==> src/rtl/friscv_issue_queue.sv <==
// In-order, first-word-fall-through issue queue between the control unit and the processing stage.
// Words always spend at least one cycle in storage. A flush discards everything queued.
`ifndef INST_BUS_W
`define INST_BUS_W 32
`endif

module friscv_issue_queue #(
  parameter int INST_BUS_W = `INST_BUS_W,
  parameter int DEPTH      = 4,
  parameter int CNT_W      = $clog2(DEPTH + 1)
) (
  input  logic                  aclk,
  input  logic                  aresetn,
  input  logic                  srst,
  input  logic                  flush,
  input  logic                  i_valid,
  output logic                  i_ready,
  input  logic [INST_BUS_W-1:0] i_instbus,
  output logic                  o_valid,
  input  logic                  o_ready,
  output logic [INST_BUS_W-1:0] o_instbus,
  output logic [CNT_W-1:0]      count,
  output logic                  empty,
  output logic                  full,
  output logic                  busy
);

  localparam int ADDR_W = $clog2(DEPTH);
  localparam int PTR_W  = ADDR_W + 1;

  logic [INST_BUS_W-1:0] mem [DEPTH];
  logic [PTR_W-1:0]      wr_ptr;
  logic [PTR_W-1:0]      rd_ptr;
  logic [CNT_W-1:0]      count_q;
  logic                  push;
  logic                  pop;

  // The MSB of each pointer is a wrap bit, which tells full apart from empty when the low bits match.
  assign empty = (wr_ptr == rd_ptr);
  assign full  = (wr_ptr[ADDR_W-1:0] == rd_ptr[ADDR_W-1:0]) &&
                 (wr_ptr[PTR_W-1] != rd_ptr[PTR_W-1]);

  // i_ready and o_valid depend only on state and flush. No input-to-output path exists.
  assign i_ready   = !full && !flush;
  assign o_valid   = !empty && !flush;
  assign o_instbus = mem[rd_ptr[ADDR_W-1:0]];
  assign count     = count_q;
  assign busy      = !empty || i_valid;

  assign push = i_valid && i_ready;
  assign pop  = o_valid && o_ready;

  // NOTE: storage has no reset. The pointers alone decide which entries are live, so resetting
  // the array would only add reset fan-out and stop it from mapping onto RAM.
  always_ff @(posedge aclk) begin
    if (push) begin
      mem[wr_ptr[ADDR_W-1:0]] <= i_instbus;
    end
  end

  // NOTE: all state here uses non-blocking assignments. Each register then updates from values
  // sampled before the edge, whatever the order of the statements.
  always_ff @(posedge aclk or negedge aresetn) begin
    if (!aresetn) begin
      wr_ptr  <= '0;
      rd_ptr  <= '0;
      count_q <= '0;
    end else if (srst || flush) begin
      wr_ptr  <= '0;
      rd_ptr  <= '0;
      count_q <= '0;
    end else begin
      if (push) begin
        wr_ptr <= wr_ptr + PTR_W'(1);
      end
      if (pop) begin
        rd_ptr <= rd_ptr + PTR_W'(1);
      end
      unique case ({push, pop})
        2'b10:   count_q <= count_q + CNT_W'(1);
        2'b01:   count_q <= count_q - CNT_W'(1);
        default: count_q <= count_q;
      endcase
    end
  end

endmodule

==> config.mk <==
export PLATFORM = sky130hd
export DESIGN_NAME = friscv_issue_queue
export DESIGN_NICKNAME = d
export VERILOG_FILES = /design/src/rtl/friscv_issue_queue.sv
export SDC_FILE = /design/constraint.sdc
export NUM_CORES = 1
export LEC_CHECK = 0
export CELL_PAD_IN_SITES_DETAIL_PLACEMENT = 1
export CELL_PAD_IN_SITES_GLOBAL_PLACEMENT = 2
export CORE_MARGIN = 2
export CORE_UTILIZATION = 25
export CTS_CLUSTER_SIZE = 28
export DETAILED_ROUTE_END_ITERATION = 16
export DONT_BUFFER_PORTS = 1
export PLACE_DENSITY_LB_ADDON = 0.1
export SYNTH_ARGS = -nofsm -noshare
export SYNTH_HDL_FRONTEND = slang
export SYNTH_SLANG_ARGS = --single-unit
export TNS_END_PERCENT = 50
==> constraint.sdc <==
create_clock -name aclk -period 3.8 [get_ports aclk]
set_input_delay 0.38 -clock aclk [delete_from_list [all_inputs] [get_ports aclk]]
set_output_delay 0.38 -clock aclk [all_outputs]
set_load 0.02 [all_outputs]
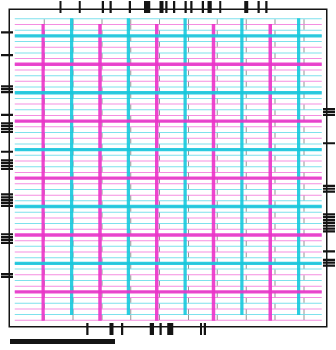
(floorplan with the power grid)
Scale bar: 50 um. Pins as bars on the die edge. Tap cells in gray.
[VDD] cyan
[VSS] magenta
met1 rails: 54
met5 straps: 10
signal pins: 78
met4 straps: 10
rows: 53
height of the die: 151 um
placeable core area: 21,200 um2
Die Width: 151 um
Max rail drop VDD: 281 uV

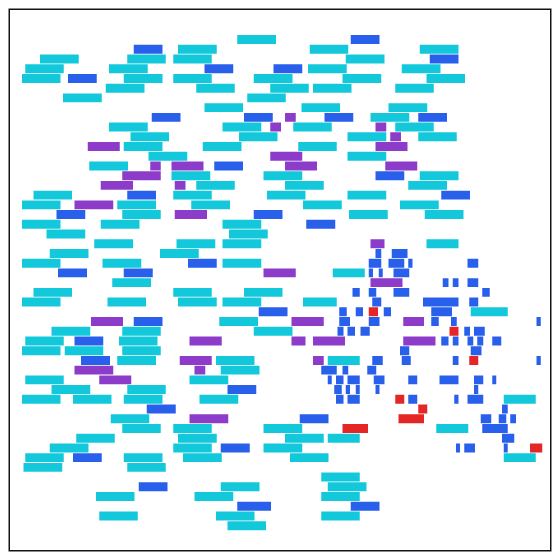
(placed cells, one color a class)
[remaining logic cells] blue | cells: 106 | share of their area: 21%
[registers] cyan | cells: 137 | share of their area: 67%
[remaining buffers and delay cells] red | cells: 8 | share of their area: 1.4%
[clock drivers and dummy loads] purple | cells: 32 | share of their area: 11%
row cnt: 53
register share of the cell area: 0.633
final core utilization: 0.304
Layout Cell Area excl Fill: 6440 um2

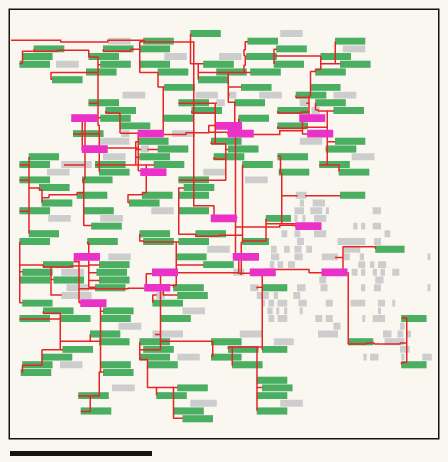
(clock network drawn from the DEF)
Scale bar: 50 um.
[flip-flops] green | count: 137
[clock-net drivers] magenta | count: 17
[clock wires] red | length: 1,840 um
flops lie: spread over the die
routed clock nets: 18
latest clock arrival within the worst-skew pair: 0.41 ns
Clk network pwr share: 0.495
Fin Clk Skew: 0.00969 ns
Power Clock: 1810 uW

==> summary.txt <==
The following summarizes the physical implementation.

Synthesis
The synthesized design spends more area on one cell type than any other, namely sky130_fd_sc_hd__edfxtp_1. The synthesized netlist net count is 299. The number of distinct library cell variants in the gate-level netlist after synthesis is 36. The main area contributors are sky130_fd_sc_hd__edfxtp_1 (71%), sky130_fd_sc_hd__mux4_2 (13%), sky130_fd_sc_hd__dfrtp_1 (4.2%). The number of instances in the synthesized netlist is 254.

Looking at the cell usage after synthesis, the top flip-flop cell is sky130_fd_sc_hd__edfxtp_1. The share of the Yosys chip area taken by registers is 0.752. The fraction of registers with async set/reset is 0.0657. The number of warnings printed during yosys synthesis is 0.

The top cell type's share of synthesized area is 0.711. The average instance area after synthesis is 21.3 um2. In this run, synthesis inferred 128 flip-flops with an integrated enable. After synthesis the cells add up to 5410 um2.

Setup path
The type of destination of the critical path is an output pin. The cell type group with the largest total delay on the critical path is multiplexers. The report shows a maximum critical-path fanout of 33.

The delay contributed by the slowest stage of the critical path is 0.77 ns. The data required time of the worst path is 3.42 ns. Traced cell by cell, the critical path runs through buf_4, mux4_1.

Per STA, the startpoint of the critical path is rd_ptr[0]. For the worst reg-to-reg path, the endpoint reported by OpenROAD is count[2]. The capturing element of the worst setup path is o_instbus[31]. The depth of the worst register-to-register path is 8. The kind of launch point of the worst setup path is a flip-flop.

The beginning of the worst register-to-register path is wr_ptr[1]. The worst endpoint data arrival time is 2.32 ns.

Route
Nets still carrying antenna violations after routing amount to 0. The sum of routed wire length over all layers is 12,200 um. The residual DRC count is 0. In the final routing, the length of wire on met1 measures 4980 um.

The total number of vias is 2,461. Per the detail_route log, the uppermost layer with routed signals is met4. The detailed router reports a met3 wire length of 1020 um. The sum of met2 wire segment lengths after detailed routing is 6090 um. Detailed-route iteration 0 reported a violation count of 128.

Layout
The area growth from synthesis to final layout is 19.1%. The finished design was reported to have a net count of 315. Per the cell usage report, the commonest logic cell in the layout is sky130_fd_sc_hd__edfxtp_1. By instance count after routing, the leading logic cell types are sky130_fd_sc_hd__edfxtp_1 (128), sky130_fd_sc_hd__mux4_2 (31), sky130_fd_sc_hd__clkbuf_16 (17). The layout summary lists the proportion of cells stronger than drive strength 1 as 0.290. The post-route non-filler standard cell count is 558. 0 antenna diodes ended up in the layout.

Clocking
Buffers added to address setup during post-CTS repair amount to 0. TritonCTS created 17 clock buffers. The total of cells resized after clock tree synthesis is 0. The count of hold-fix buffers inserted at cts is 1. The cell sitting at the root of the clock tree is a sky130_fd_sc_hd__clkbuf_16. The H-tree was split into 4 levels. Per the CTS log, the buffer count on the longest clock path is 2. The TritonCTS sink count is 137. Clock-pin slew was measured on the worst setup and hold paths at 0.06 ns. TritonCTS built the clock tree.

Global routing
After global routing, the most crowded layer is met2. The routing usage on met2 is 0.187. Global routing finished with a remaining overflow of 0.

The number of global-route vias before repair was 2,809. For this run, the total global-route usage over all layers was measured as 0.115. The met3 track demand over resource is 0.0620. Entering global routing, the biggest net connects 38 pins. The first global-routing pass estimated 18,200 um of wire. The initial antenna violation count is 0.

Die
The area enclosed by the die boundary is 22,800 um2. The share of the core area taken by cells at floorplan is 0.256.

STA
The final tally of max-slew violations is 0. In the final report, the number of hold violations comes to 0. For the final routed database, the setup TNS stands at 0 ns.

The final setup slack of the worst path is 1.10 ns. Setup repair after global routing left no endpoint under its margin. The total of endpoints with negative setup slack in the final report is 0. The final cycle utilization of the critical path is 0.710. The headroom to the max-slew limit is 0.481. The transition time recorded at the tightest slew-check pin is 0.772 ns. Across all hold checks on the routed design, the worst slack comes to 0.0585 ns.

Pwr
The overall power of the completed layout is 3650 uW. The part of the total power dissipated in combinational logic is 0.042. Summed over all nets, the switching power comes to 793 uW. Of the total power, registers draw 0.464. Power attributed to sequential cells is 1690 uW. The largest part of the power goes to clock.

The switching share of total power is 0.217.

Run status
The run finished with clean final reports.

Worst hold path
Counting instances, the worst hold path has a depth of 0. Checking hold timing, the worst path is listed with class input pin to flip-flop.

Place
The number of I/O port buffers is 0. The cell area reported after detailed placement is 5780 um2. The post-placement setup slack is 1.23 ns. The number of cells in the design after placement is 525. The detailed placer's ending HPWL is 7210 um.

Job
The tool warning count is 29. The max-capacitance violation count is 0.
==> cell families (layout without fill, tap and decap cells) <==
logic type	count (synthesis)	count (layout)	share of synthesized area
buffers and inverters	15	44	0.0146
XOR/XNOR	8	8	0.0178
AND-OR/OR-AND	17	17	0.0222
AND/OR/NAND/NOR	37	37	0.0396
adder cells (fa/ha/maj)	7	7	0.0176
flip-flops	137	137	0.752
multiplexers	33	33	0.136
==> final cells by class <==
cell class | count | area [um2]
fill | 2103 | 14700
sequential | 137 | 4070
multi-input combinational | 102 | 1260
clock buffer | 17 | 425
tap | 275 | 344
clock inverter | 15 | 229
timing repair buffer | 8 | 87.6
inverter | 4 | 15.0
==> registers in the layout, summed over array words and instances (netlist names) <==
name    flops
rd_ptr      3
count       3
mem       128
wr_ptr      3
Power figures rest on the tool's default switching activity, not on a simulated workload.
